==> src/rtl/switch_pkt_tx.sv <==
// Packet transmitter: payload FIFO plus DA/SA/LEN/payload serializer with a forced idle gap.
// Latency: start accepted at edge N, DA byte on data after edge N+1; writes are dropped unless idle and not full.
module switch_pkt_tx #(
  parameter int DEPTH      = 16,
  parameter int GAP_CYCLES = 2
) (
  input  logic       clk,
  input  logic       rst,
  input  logic       wr_en,
  input  logic [7:0] wr_data,
  output logic       full,
  output logic       empty,
  output logic       wr_drop,
  input  logic       start,
  input  logic [7:0] dest_addr,
  input  logic [7:0] src_addr,
  output logic       busy,
  output logic       done,
  output logic [7:0] data,
  output logic       data_status
);

  localparam int CW = $clog2(DEPTH + 1);
  localparam int PW = $clog2(DEPTH);
  localparam int GW = $clog2(GAP_CYCLES + 1);

  typedef enum logic [2:0] {S_IDLE, S_DA, S_SA, S_LEN, S_PAY, S_GAP} state_t;

  state_t          state_q;
  logic [7:0]      mem_q [DEPTH];
  logic [PW-1:0]   wr_ptr_q, rd_ptr_q;
  logic [CW-1:0]   count_q, count_d, len_q, rem_q;
  logic [GW-1:0]   gap_q;
  logic [7:0]      da_q, sa_q, data_q;
  logic            full_q, empty_q, drop_q, busy_q, done_q, status_q;
  logic            accept, push, pop;

  function automatic logic [PW-1:0] ptr_next(input logic [PW-1:0] p);
    return (p == PW'(DEPTH - 1)) ? '0 : p + 1'b1;
  endfunction

  // busy_q gates acceptance so a new packet never starts in a cycle that still reports busy
  always_comb begin
    accept  = (state_q == S_IDLE) && !busy_q && start && !empty_q;
    push    = wr_en && (state_q == S_IDLE) && !full_q && !accept;
    pop     = (state_q == S_PAY);
    count_d = count_q;
    if (push)     count_d = count_q + 1'b1;
    else if (pop) count_d = count_q - 1'b1;
  end

  always_ff @(posedge clk) begin
    if (push) mem_q[wr_ptr_q] <= wr_data;
  end

  always_ff @(posedge clk or negedge rst) begin
    if (!rst) begin
      state_q  <= S_IDLE;
      wr_ptr_q <= '0;
      rd_ptr_q <= '0;
      count_q  <= '0;
      len_q    <= '0;
      rem_q    <= '0;
      gap_q    <= '0;
      da_q     <= '0;
      sa_q     <= '0;
      data_q   <= '0;
      full_q   <= 1'b0;
      empty_q  <= 1'b1;
      drop_q   <= 1'b0;
      busy_q   <= 1'b0;
      done_q   <= 1'b0;
      status_q <= 1'b0;
    end else begin
      if (push) wr_ptr_q <= ptr_next(wr_ptr_q);
      if (pop)  rd_ptr_q <= ptr_next(rd_ptr_q);
      count_q  <= count_d;
      full_q   <= (count_d == CW'(DEPTH));
      empty_q  <= (count_d == '0);
      drop_q   <= wr_en && !push;
      done_q   <= 1'b0;
      data_q   <= '0;
      status_q <= 1'b0;
      case (state_q)
        S_IDLE: begin
          busy_q <= 1'b0;
          if (accept) begin
            da_q    <= dest_addr;
            sa_q    <= src_addr;
            len_q   <= count_q;
            state_q <= S_DA;
          end
        end
        S_DA: begin
          busy_q   <= 1'b1;
          data_q   <= da_q;
          status_q <= 1'b1;
          state_q  <= S_SA;
        end
        S_SA: begin
          data_q   <= sa_q;
          status_q <= 1'b1;
          state_q  <= S_LEN;
        end
        S_LEN: begin
          data_q   <= 8'(len_q);
          status_q <= 1'b1;
          rem_q    <= len_q;
          state_q  <= S_PAY;
        end
        S_PAY: begin
          data_q   <= mem_q[rd_ptr_q];
          status_q <= 1'b1;
          rem_q    <= rem_q - 1'b1;
          if (rem_q == CW'(1)) begin
            gap_q   <= '0;
            state_q <= S_GAP;
          end
        end
        S_GAP: begin
          done_q <= (gap_q == '0);
          gap_q  <= gap_q + 1'b1;
          if (gap_q == GW'(GAP_CYCLES - 1)) state_q <= S_IDLE;
        end
        default: state_q <= S_IDLE;
      endcase
    end
  end

  assign full        = full_q;
  assign empty       = empty_q;
  assign wr_drop     = drop_q;
  assign busy        = busy_q;
  assign done        = done_q;
  assign data        = data_q;
  assign data_status = status_q;

endmodule

==> config.mk <==
export PLATFORM = sky130hd
export DESIGN_NAME = switch_pkt_tx
export DESIGN_NICKNAME = d
export VERILOG_FILES = /design/src/rtl/switch_pkt_tx.sv
export SDC_FILE = /design/constraint.sdc
export NUM_CORES = 1
export LEC_CHECK = 0
export ABC_AREA = 1
export CORE_MARGIN = 2
export CORE_UTILIZATION = 40
export CTS_BUF_LIST = sky130_fd_sc_hd__clkbuf_16
export CTS_CLUSTER_DIAMETER = 40
export CTS_CLUSTER_SIZE = 12
export DETAILED_ROUTE_END_ITERATION = 6
export PLACE_DENSITY = 0.68
export SETUP_SLACK_MARGIN = 0.2
export SYNTH_ARGS = -nofsm -noshare
export SYNTH_HDL_FRONTEND = slang
export SYNTH_SLANG_ARGS = --single-unit
==> constraint.sdc <==
create_clock -name clk -period 2.1 [get_ports clk]
set_input_delay 0.42 -clock clk [delete_from_list [all_inputs] [get_ports clk]]
set_output_delay 0.42 -clock clk [all_outputs]
set_load 0.1 [all_outputs]
==> qor.txt <==
Die ar. -> 21250 sq um
Switching power -> 4.706 mW
Hold path endpoint -> len_q[4]
Final worst path period share -> 0.8526
Tot GR Track Use -> 0.1735
Slowest-stage cell, CP -> dfrtp_1
Met1 WL -> 7.659 mm
Top_reg_cell synth -> edfxtp_1
Final Power -> 12.32 mW
Postcts setup bufs -> 0
R2R Path End -> mem_q[1][1]
Crit. End Element -> register
Busiest grt layer -> met2
Reg2reg start -> state_q[2]
Cell area leaders -> edfxtp_1 (48%), dfrtp_1 (18%), nor2_1 (7.7%), nand2_1 (5.7%), o21ai_0 (4.8%)
Largest logic family -> simple AND/OR/NAND/NOR gates
YS chip area -> 8041 sq um
Status -> completed
Metal2 WL -> 8.780 mm
Logic area -> 2409 sq um
Max_slew headroom -> 0.5938
Worst setup margin -> 0.3096 ns
Vias per cell -> 4.917
RSZ-0062 raised after global routing -> no
TNS Setup -> 0 ns
Switch share -> 0.3821
Worst-Margin Slew -> 0.6070 ns
Largest net degree at the start of global routing -> 47
Worst Path Required -> 2.24 ns
Max incr delay on CP -> 0.43 ns
Final Hold Fails -> 0
Layout cells sized above 1 -> 0.1606
Maxcap violations -> 0
Worst Hold Margin -> 0.4942 ns
Internal power -> 7.610 mW
Max-slew violation count -> 0
Clock Skews -> 0.007079 ns
Post-synth EDFFs -> 128
Worst r2r path cells -> 8
Top cells excl fill/tap -> nor2_1 (150), edfxtp_1 (128), nand2_1 (119), o21ai_0 (77), dfrtp_1 (54)
M1 GR Usage -> 0.2221
Top Metal Used -> met4
Die W -> 145.8 microns
Hold Path Stages -> 2
Nets -> 879
Netlist Area Pre-Place -> 8041 sq um
Final cell count without fillers -> 1118
Area taken by flip-flops and latches -> 5304 sq um
Routed wire length -> 17.57 mm
Min-delay worst type -> register to register
Post-route cell area -> 9628 sq um
WP buf/inv -> 4
Most numerous logic cell after layout -> nor2_1
Top-area cell share -> 0.4780
Grt met2 use -> 0.2950
Clock transition at path regs -> 0.07 ns
# fillers -> 1708
Height of the die -> 145.8 microns
Routability cong. -> 0.8531
CTS tree -> yes
Clock Power Share -> 0.257
Area growth syn-to-layout -> 19.73%
Post-Place Cells -> 1085
Initial antenna violation count -> 0
Pre-antenna DRT Iters -> 5
Dominant cell type by area after synthesis -> edfxtp_1
Fp_density -> 0.4105
Cell area power density -> 1279 nW/um^2
Asr flop ratio synth -> 0.3118
Synth cell count leaders -> nor2_1 (166), edfxtp_1 (128), nand2_1 (123), o21ai_0 (77), dfrtp_1 (57)
XOR/XNOR Fraction of Synth Area -> 0.008713
LEAKAGE -> 3.858 nW
Cells after Synth -> 768
[sequential cells by signal (all words and copies together) (netlist names)]
| register | flops |
|---|---|
| empty | 1 |
| rd_ptr_q | 4 |
| data | 8 |
| full | 1 |
| wr_drop | 1 |
| busy | 1 |
| mem_q | 128 |
| rem_q | 5 |
| sa_q | 8 |
| len_q | 5 |
| da_q | 8 |
| data_status | 1 |
| state_q | 3 |
| done | 1 |
| gap_q | 2 |
| wr_ptr_q | 4 |
| count_q | 5 |
[worst max-delay path by stage]
stage | cells past startpoint | from | slack, ns | end
after floorplan | 6 | empty | 0.17 | mem_q[4][0]
after global placement | 8 | wr_en | -0.10 | mem_q[1][4]
after detailed placement | 8 | wr_en | -0.12 | mem_q[1][1]
after CTS | 8 | state_q[1] | 0.23 | mem_q[0][0]
after global routing | 8 | state_q[2] | 0.20 | mem_q[8][5]
final | 8 | state_q[2] | 0.31 | mem_q[1][1]
[final cells by class]
type / count / share of cell area
clock buffer: 17 / 0.04418
inverter: 62 / 0.02456
multi-input combinational: 489 / 0.2502
timing repair buffer: 84 / 0.07875
clock inverter: 15 / 0.01702
tap: 265 / 0.03444
sequential: 186 / 0.5509
[power by group through the flow]
stage          registers [mW]  logic, mW  clock network [mW]
4_1_cts                  4.79       4.37                3.20
2_1_floorplan            5.43       2.57                   0
5_1_grt                  4.85       4.85                3.38
6_report                 4.79       4.37                3.16
3_3_place_gp             4.86       4.27                   0
3_5_place_dp             4.86       4.33                   0
[repair_timing]
action | 4_1_cts | 5_1_grt
pin swaps | 0 | 1
hold buffers | 1 | 0
setup endpoints to repair | 8 | 64
resized | 1 | 2
endpoints found under the hold margin | 11 | 0
Fig. 1: the metal 1 layer
Scale: 2 px per micron. Cells faint in the background.
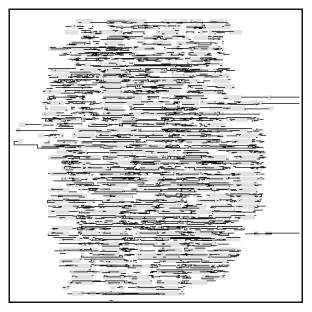
The longest straight run is 41.4 microns. The layer holds 44% of the routed length. 816 nets have wire on it.

Fig. 2: met2 routing
Scale: 3 px per micron.
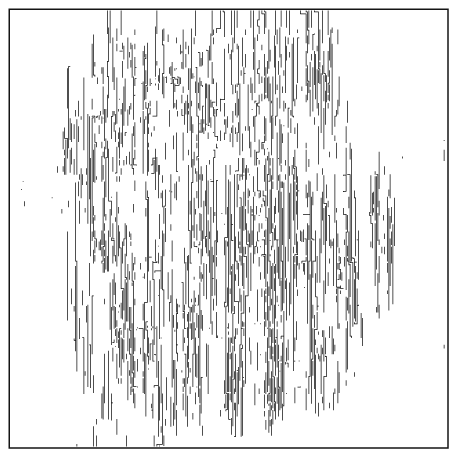
The layer holds 50% of the routed length. The longest straight run is 44.2 microns. 664 nets have wire on it.

No activity file was given, so power comes from the tool's default toggle rates.
